File: src/rtl/axil_master_arbiter_if.sv
// Requester-side command/response bundle plus the AXI-Lite master user command port.
// The arbiter connects through the master modport; the environment uses the slave modport.
interface axil_master_arbiter_if #(
    parameter int NUM_REQ        = 4,
    parameter int AXI_ADDR_WIDTH = 32,
    parameter int AXI_DATA_WIDTH = 32
);
    localparam int GW = $clog2(NUM_REQ);

    logic [NUM_REQ-1:0]                     req_valid;
    logic [NUM_REQ-1:0]                     req_ready;
    logic [NUM_REQ-1:0]                     req_write;
    logic [NUM_REQ-1:0][AXI_ADDR_WIDTH-1:0] req_addr;
    logic [NUM_REQ-1:0][AXI_DATA_WIDTH-1:0] req_wdata;
    logic [NUM_REQ-1:0]                     rsp_done;
    logic [AXI_DATA_WIDTH-1:0]              rsp_rdata;
    logic [1:0]                             rsp_error;
    logic [GW-1:0]                          grant_id;
    logic                                   busy;

    logic                      wr_valid;
    logic [AXI_ADDR_WIDTH-1:0] wr_addr;
    logic [AXI_DATA_WIDTH-1:0] wr_data;
    logic                      wr_ready;
    logic                      wr_done;
    logic [1:0]                wr_error;

    logic                      rd_valid;
    logic [AXI_ADDR_WIDTH-1:0] rd_addr;
    logic                      rd_ready;
    logic [AXI_DATA_WIDTH-1:0] rd_data;
    logic                      rd_done;
    logic [1:0]                rd_error;

    modport master (
        input  req_valid, req_write, req_addr, req_wdata,
        input  wr_ready, wr_done, wr_error,
        input  rd_ready, rd_data, rd_done, rd_error,
        output req_ready, rsp_done, rsp_rdata, rsp_error, grant_id, busy,
        output wr_valid, wr_addr, wr_data, rd_valid, rd_addr
    );

    modport slave (
        output req_valid, req_write, req_addr, req_wdata,
        output wr_ready, wr_done, wr_error,
        output rd_ready, rd_data, rd_done, rd_error,
        input  req_ready, rsp_done, rsp_rdata, rsp_error, grant_id, busy,
        input  wr_valid, wr_addr, wr_data, rd_valid, rd_addr
    );
endinterface

File: src/rtl/axil_master_arbiter.sv
// Shares one AXI-Lite master command port between NUM_REQ requesters, one transaction in flight.
// Define AXIL_ARB_FIXED_PRIO_EN for fixed lowest-index-wins priority instead of round-robin.
module axil_master_arbiter #(
    parameter int NUM_REQ        = 4,
    parameter int AXI_ADDR_WIDTH = 32,
    parameter int AXI_DATA_WIDTH = 32
) (
    input  logic                  aclk,
    input  logic                  areset,
    axil_master_arbiter_if.master bus
);
    localparam int GW = $clog2(NUM_REQ);

    typedef enum logic [1:0] {S_IDLE, S_ISSUE, S_WAIT, S_RESP} state_t;

    state_t                    r_state, w_next;
    logic [GW-1:0]             r_last_grant, r_grant, w_sel;
    logic [GW:0]               w_idx;
    logic                      w_any, w_accept, w_hs, w_done, w_capture;
    logic                      r_write;
    logic [AXI_ADDR_WIDTH-1:0] r_addr;
    logic [AXI_DATA_WIDTH-1:0] r_wdata, r_rdata;
    logic [1:0]                r_error;

    always_comb begin
        w_sel = '0;
        w_any = 1'b0;
        w_idx = '0;
`ifdef AXIL_ARB_FIXED_PRIO_EN
        for (int i = NUM_REQ - 1; i >= 0; i--) begin
            w_idx = (GW+1)'(i);
            if (bus.req_valid[w_idx[GW-1:0]]) begin
                w_sel = w_idx[GW-1:0];
                w_any = 1'b1;
            end
        end
`else
        // Scan starts just after the last owner and wraps, so the last owner is checked last.
        for (int k = 1; k <= NUM_REQ; k++) begin
            w_idx = {1'b0, r_last_grant} + (GW+1)'(k);
            if (w_idx >= (GW+1)'(NUM_REQ))
                w_idx = w_idx - (GW+1)'(NUM_REQ);
            if (!w_any && bus.req_valid[w_idx[GW-1:0]]) begin
                w_sel = w_idx[GW-1:0];
                w_any = 1'b1;
            end
        end
`endif
    end

    assign w_accept  = (r_state == S_IDLE) && w_any;
    assign w_hs      = r_write ? bus.wr_ready : bus.rd_ready;
    assign w_done    = r_write ? bus.wr_done  : bus.rd_done;
    assign w_capture = ((r_state == S_ISSUE) && w_hs && w_done) ||
                       ((r_state == S_WAIT) && w_done);

    always_ff @(posedge aclk) begin
        if (areset) r_state <= S_IDLE;
        else        r_state <= w_next;
    end

    always_comb begin
        w_next = r_state;
        case (r_state)
            S_IDLE:  if (w_accept) w_next = S_ISSUE;
            S_ISSUE: if (w_hs)     w_next = w_done ? S_RESP : S_WAIT;
            S_WAIT:  if (w_done)   w_next = S_RESP;
            S_RESP:                w_next = S_IDLE;
            default:               w_next = S_IDLE;
        endcase
    end

    always_ff @(posedge aclk) begin
        if (areset) begin
            r_last_grant <= GW'(NUM_REQ - 1);
            r_grant      <= '0;
            r_write      <= 1'b0;
            r_addr       <= '0;
            r_wdata      <= '0;
            r_rdata      <= '0;
            r_error      <= '0;
        end else begin
            if (w_accept) begin
                r_grant <= w_sel;
                r_write <= bus.req_write[w_sel];
                r_addr  <= bus.req_addr[w_sel];
                r_wdata <= bus.req_wdata[w_sel];
            end
            // Capture happens on the edge entering RESP, so the response holds until the next RESP.
            if (w_capture) begin
                r_rdata <= r_write ? '0 : bus.rd_data;
                r_error <= r_write ? bus.wr_error : bus.rd_error;
            end
            if (r_state == S_RESP)
                r_last_grant <= r_grant;
        end
    end

    always_comb begin
        bus.req_ready = '0;
        if (w_accept)
            bus.req_ready[w_sel] = 1'b1;
        bus.rsp_done = '0;
        if (r_state == S_RESP)
            bus.rsp_done[r_grant] = 1'b1;
        bus.rsp_rdata = r_rdata;
        bus.rsp_error = r_error;
        bus.grant_id  = r_grant;
        bus.busy      = (r_state != S_IDLE);
        bus.wr_valid  = (r_state == S_ISSUE) && r_write;
        bus.rd_valid  = (r_state == S_ISSUE) && !r_write;
        bus.wr_addr   = r_addr;
        bus.wr_data   = r_wdata;
        bus.rd_addr   = r_addr;
    end
endmodule

File: src/flat_wrapper.sv
// flat-port wrapper written by rule: the top's interface ports become plain ports
module axil_master_arbiter_flat 
#(
    parameter int NUM_REQ        = 4,
    parameter int AXI_ADDR_WIDTH = 32,
    parameter int AXI_DATA_WIDTH = 32
)
  (aclk, areset, bus_req_valid, bus_req_write, bus_req_addr, bus_req_wdata, bus_wr_ready, bus_wr_done, bus_wr_error, bus_rd_ready, bus_rd_data, bus_rd_done, bus_rd_error, bus_req_ready, bus_rsp_done, bus_rsp_rdata, bus_rsp_error, bus_grant_id, bus_busy, bus_wr_valid, bus_wr_addr, bus_wr_data, bus_rd_valid, bus_rd_addr);
  axil_master_arbiter_if #(.NUM_REQ(NUM_REQ), .AXI_ADDR_WIDTH(AXI_ADDR_WIDTH), .AXI_DATA_WIDTH(AXI_DATA_WIDTH)) bus_i ();
  input  logic aclk;
  input  logic areset;
  input wire logic [$bits(bus_i.req_valid)-1:0] bus_req_valid;
  input wire logic [$bits(bus_i.req_write)-1:0] bus_req_write;
  input wire logic [$bits(bus_i.req_addr)-1:0] bus_req_addr;
  input wire logic [$bits(bus_i.req_wdata)-1:0] bus_req_wdata;
  input wire logic [$bits(bus_i.wr_ready)-1:0] bus_wr_ready;
  input wire logic [$bits(bus_i.wr_done)-1:0] bus_wr_done;
  input wire logic [$bits(bus_i.wr_error)-1:0] bus_wr_error;
  input wire logic [$bits(bus_i.rd_ready)-1:0] bus_rd_ready;
  input wire logic [$bits(bus_i.rd_data)-1:0] bus_rd_data;
  input wire logic [$bits(bus_i.rd_done)-1:0] bus_rd_done;
  input wire logic [$bits(bus_i.rd_error)-1:0] bus_rd_error;
  output wire logic [$bits(bus_i.req_ready)-1:0] bus_req_ready;
  output wire logic [$bits(bus_i.rsp_done)-1:0] bus_rsp_done;
  output wire logic [$bits(bus_i.rsp_rdata)-1:0] bus_rsp_rdata;
  output wire logic [$bits(bus_i.rsp_error)-1:0] bus_rsp_error;
  output wire logic [$bits(bus_i.grant_id)-1:0] bus_grant_id;
  output wire logic [$bits(bus_i.busy)-1:0] bus_busy;
  output wire logic [$bits(bus_i.wr_valid)-1:0] bus_wr_valid;
  output wire logic [$bits(bus_i.wr_addr)-1:0] bus_wr_addr;
  output wire logic [$bits(bus_i.wr_data)-1:0] bus_wr_data;
  output wire logic [$bits(bus_i.rd_valid)-1:0] bus_rd_valid;
  output wire logic [$bits(bus_i.rd_addr)-1:0] bus_rd_addr;
  assign bus_i.req_valid = bus_req_valid;
  assign bus_i.req_write = bus_req_write;
  assign bus_i.req_addr = bus_req_addr;
  assign bus_i.req_wdata = bus_req_wdata;
  assign bus_i.wr_ready = bus_wr_ready;
  assign bus_i.wr_done = bus_wr_done;
  assign bus_i.wr_error = bus_wr_error;
  assign bus_i.rd_ready = bus_rd_ready;
  assign bus_i.rd_data = bus_rd_data;
  assign bus_i.rd_done = bus_rd_done;
  assign bus_i.rd_error = bus_rd_error;
  assign bus_req_ready = bus_i.req_ready;
  assign bus_rsp_done = bus_i.rsp_done;
  assign bus_rsp_rdata = bus_i.rsp_rdata;
  assign bus_rsp_error = bus_i.rsp_error;
  assign bus_grant_id = bus_i.grant_id;
  assign bus_busy = bus_i.busy;
  assign bus_wr_valid = bus_i.wr_valid;
  assign bus_wr_addr = bus_i.wr_addr;
  assign bus_wr_data = bus_i.wr_data;
  assign bus_rd_valid = bus_i.rd_valid;
  assign bus_rd_addr = bus_i.rd_addr;
  axil_master_arbiter #(.NUM_REQ(NUM_REQ), .AXI_ADDR_WIDTH(AXI_ADDR_WIDTH), .AXI_DATA_WIDTH(AXI_DATA_WIDTH)) u_core (.aclk(aclk), .areset(areset), .bus(bus_i));
endmodule
File: config.mk
export PLATFORM = sky130hd
export DESIGN_NAME = axil_master_arbiter_flat
export DESIGN_NICKNAME = d
export VERILOG_FILES = /design/src/rtl/axil_master_arbiter_if.sv /design/src/rtl/axil_master_arbiter.sv /design/src/flat_wrapper.sv
export SDC_FILE = /design/constraint.sdc
export NUM_CORES = 1
export LEC_CHECK = 0
export ABC_AREA = 0
export CELL_PAD_IN_SITES_DETAIL_PLACEMENT = 2
export CELL_PAD_IN_SITES_GLOBAL_PLACEMENT = 2
export CORE_ASPECT_RATIO = 1.4
export CORE_UTILIZATION = 19
export CTS_CLUSTER_SIZE = 20
export DETAILED_ROUTE_END_ITERATION = 8
export PLACE_DENSITY_LB_ADDON = 0.08
export SYNTH_ARGS = -nofsm -noshare
export SYNTH_HDL_FRONTEND = slang
export SYNTH_SLANG_ARGS = --single-unit
File: constraint.sdc
create_clock -name aclk -period 5.85 [get_ports aclk]
set_clock_uncertainty 0.2 [all_clocks]
set_input_delay 1.4625 -clock aclk [delete_from_list [all_inputs] [get_ports aclk]]
set_output_delay 1.4625 -clock aclk [all_outputs]
set_load 0.01 [all_outputs]
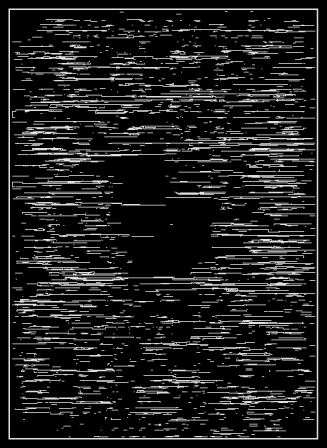
Fig. 1. Met1 routing.
nets with wire on the layer = 1227
longest straight run = 71.3 um
main direction = horizontal
routed wire length: 32820 um
total via count in the routed design: 7000
GRT met1 Usage: 0.1914

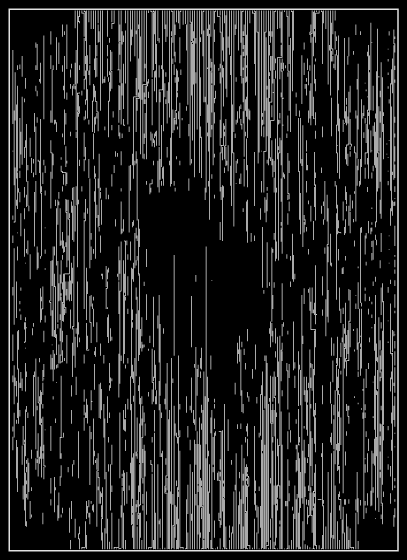
Fig. 2. Met2 routing.
nets with wire on the layer = 1278
main direction = vertical
met2 capacity usage during global routing: 0.3784

==> flow.log <==
[flow] summary of implementation run
[metrics] outcome: completed
[metrics] Final Max Slew Viols: 0
[metrics] minimum setup slack in the final design: roughly 630 ps
[metrics] CP Launch Type: input port
[metrics] floorplan net count: 1029
[metrics] DIE AREA: between 30000 and 40000 um^2
[metrics] count of hold-fix buffers inserted at cts: 0
[metrics] CTS Buf Count: 9
[metrics] number of buffer cells added on primary ports: 448
[metrics] minimum setup slack after placement: about 630 ps
[metrics] xor/xnor cell area share of the yosys netlist: 0
[metrics] largest area contributor in the netlist: sky130_fd_sc_hd__dfxtp_1
[metrics] commonest register cell after synthesis: sky130_fd_sc_hd__dfxtp_1
[metrics] adder-cell area share of the yosys netlist: 0.008066
[metrics] global-route wire length before repair: a little under 50000 um
[metrics] area after detailed placement: around 11000 um^2
[metrics] number of global-route vias before repair: 7581
[metrics] area overhead of the layout relative to synthesis: 78.36%
[metrics] area of the synthesized netlist per yosys stat: just over 6000 um^2
[metrics] Slew @ Worst Pin: 1031 ps
[metrics] cell-by-cell trace of the critical path: clkdlybuf4s50_1, nor2b_4, nor3b_2, nor3_2, nand2_1, nor2_1, clkdlybuf4s50_1
[metrics] Clock Power Share: 0.175
[metrics] Initial DRC Count: slightly below 200
[metrics] Cell Area, Synth: a little over 6000 um^2
[metrics] proportion of synthesized area in mux cells: 0.1710
[metrics] layout cells sized above 1: 0.04372
[metrics] number of remaining DRC errors: 0
[metrics] post-layout instance count excluding filler cells: about 1500
[metrics] top cells by area in the synthesized netlist: sky130_fd_sc_hd__dfxtp_1 (34%), sky130_fd_sc_hd__mux2i_1 (17%), sky130_fd_sc_hd__nand2_1 (6.2%)
[metrics] width of the die: ~150 um
[metrics] clock tree from TritonCTS: yes
[metrics] sequential cell area fraction in the yosys report: 0.3388
[metrics] HPWL reported at the end of detailed placement: around 25000 um
[metrics] number of library cell types mapped by synthesis: about 40
[metrics] net total in the final layout: between 1000 and 1500
[metrics] Worst slew margin: 0.3129
[metrics] die outline height: around 220 um
[metrics] largest driver fanout on the critical path: 6
[metrics] Simple-Gate Area Share: 0.1758
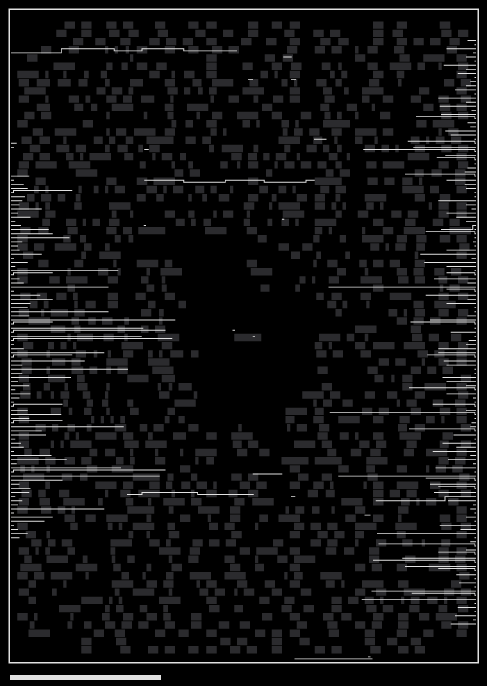
Fig. 3. M3 wires.
The bar under the picture is 50 um long. Cells faint in the background.
wire length on this layer = 2670 um
nets with wire on the layer = 241
routing usage on met3: 0.06787

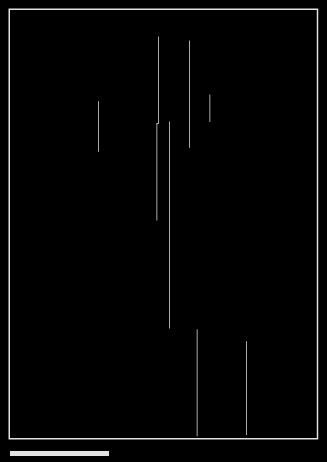
Fig. 4. Signal wires on met4.
The bar under the picture is 50 um long.
main direction = vertical
share of all routed wire = 1.2%
longest straight run = 104 um
nets with wire on the layer = 5

-- worst max-delay path: cells and delay by family --
kind / cells / cell delay (ps)
buffers and inverters: 2 / 1160
and+or+nand+nor: 5 / 930
-- power groups by stage --
stage / clock network, mW / registers, mW / logic, mW
floorplan: 0 / 1.18 / 0.864
global placement: 0 / 1.12 / 1.90
detailed placement: 0 / 1.13 / 1.92
CTS: 0.662 / 1.11 / 1.93
global route: 0.686 / 1.14 / 2.03
finish: 0.633 / 1.10 / 1.88
-- area by class of cell --
type / instances / area (um^2)
repair buffers: 461 / 4594
diodes: 3 / 7.507
multi-input cells: 482 / 3405
well taps: 434 / 543.0
inverters: 34 / 127.6
fillers: 3520 / 20820
clock inverters: 6 / 48.80
clock buffers: 10 / 239.0
flip-flops and latches: 105 / 2102
-- final timing paths --
| check | startpoint | end | slack, ps | depth (start not counted) |
|---|---|---|---|---|
| hold / removal | u_core.bus.rsp_rdata[1]$_SDFFE_PP0P_ | u_core.bus.rsp_rdata[1]$_SDFFE_PP0P_ | 260 | 2 |
| setup reg to reg | u_core.r_last_grant[0]$_SDFFE_PP1P_ | u_core.bus.rd_addr[23]$_SDFFE_PP0P_ | 2440 | 7 |
| setup / recovery | bus_req_valid[3] | bus_req_ready[3] | 630 | 7 |
| hold reg to reg | u_core.bus.rsp_rdata[1]$_SDFFE_PP0P_ | u_core.bus.rsp_rdata[1]$_SDFFE_PP0P_ | 260 | 2 |
-- cells in the final DEF (no fill, tap or decap), drive strengths merged, types with 32 or more instances in the layout --
master           n
a21oi           36
clkdlybuf4s50  448
dfxtp          105
inv             36
mux2i          106
nand2          103
nand3b          32
o21ai           32
o221ai          36
-- layer usage --
metal	vias up	part of all wire
li1	3324	-
met1	3407	0.36
met5	-	0
met4	0	0.012
met2	252	0.54
met3	17	0.081
Power and IR drop assume default switching activity.
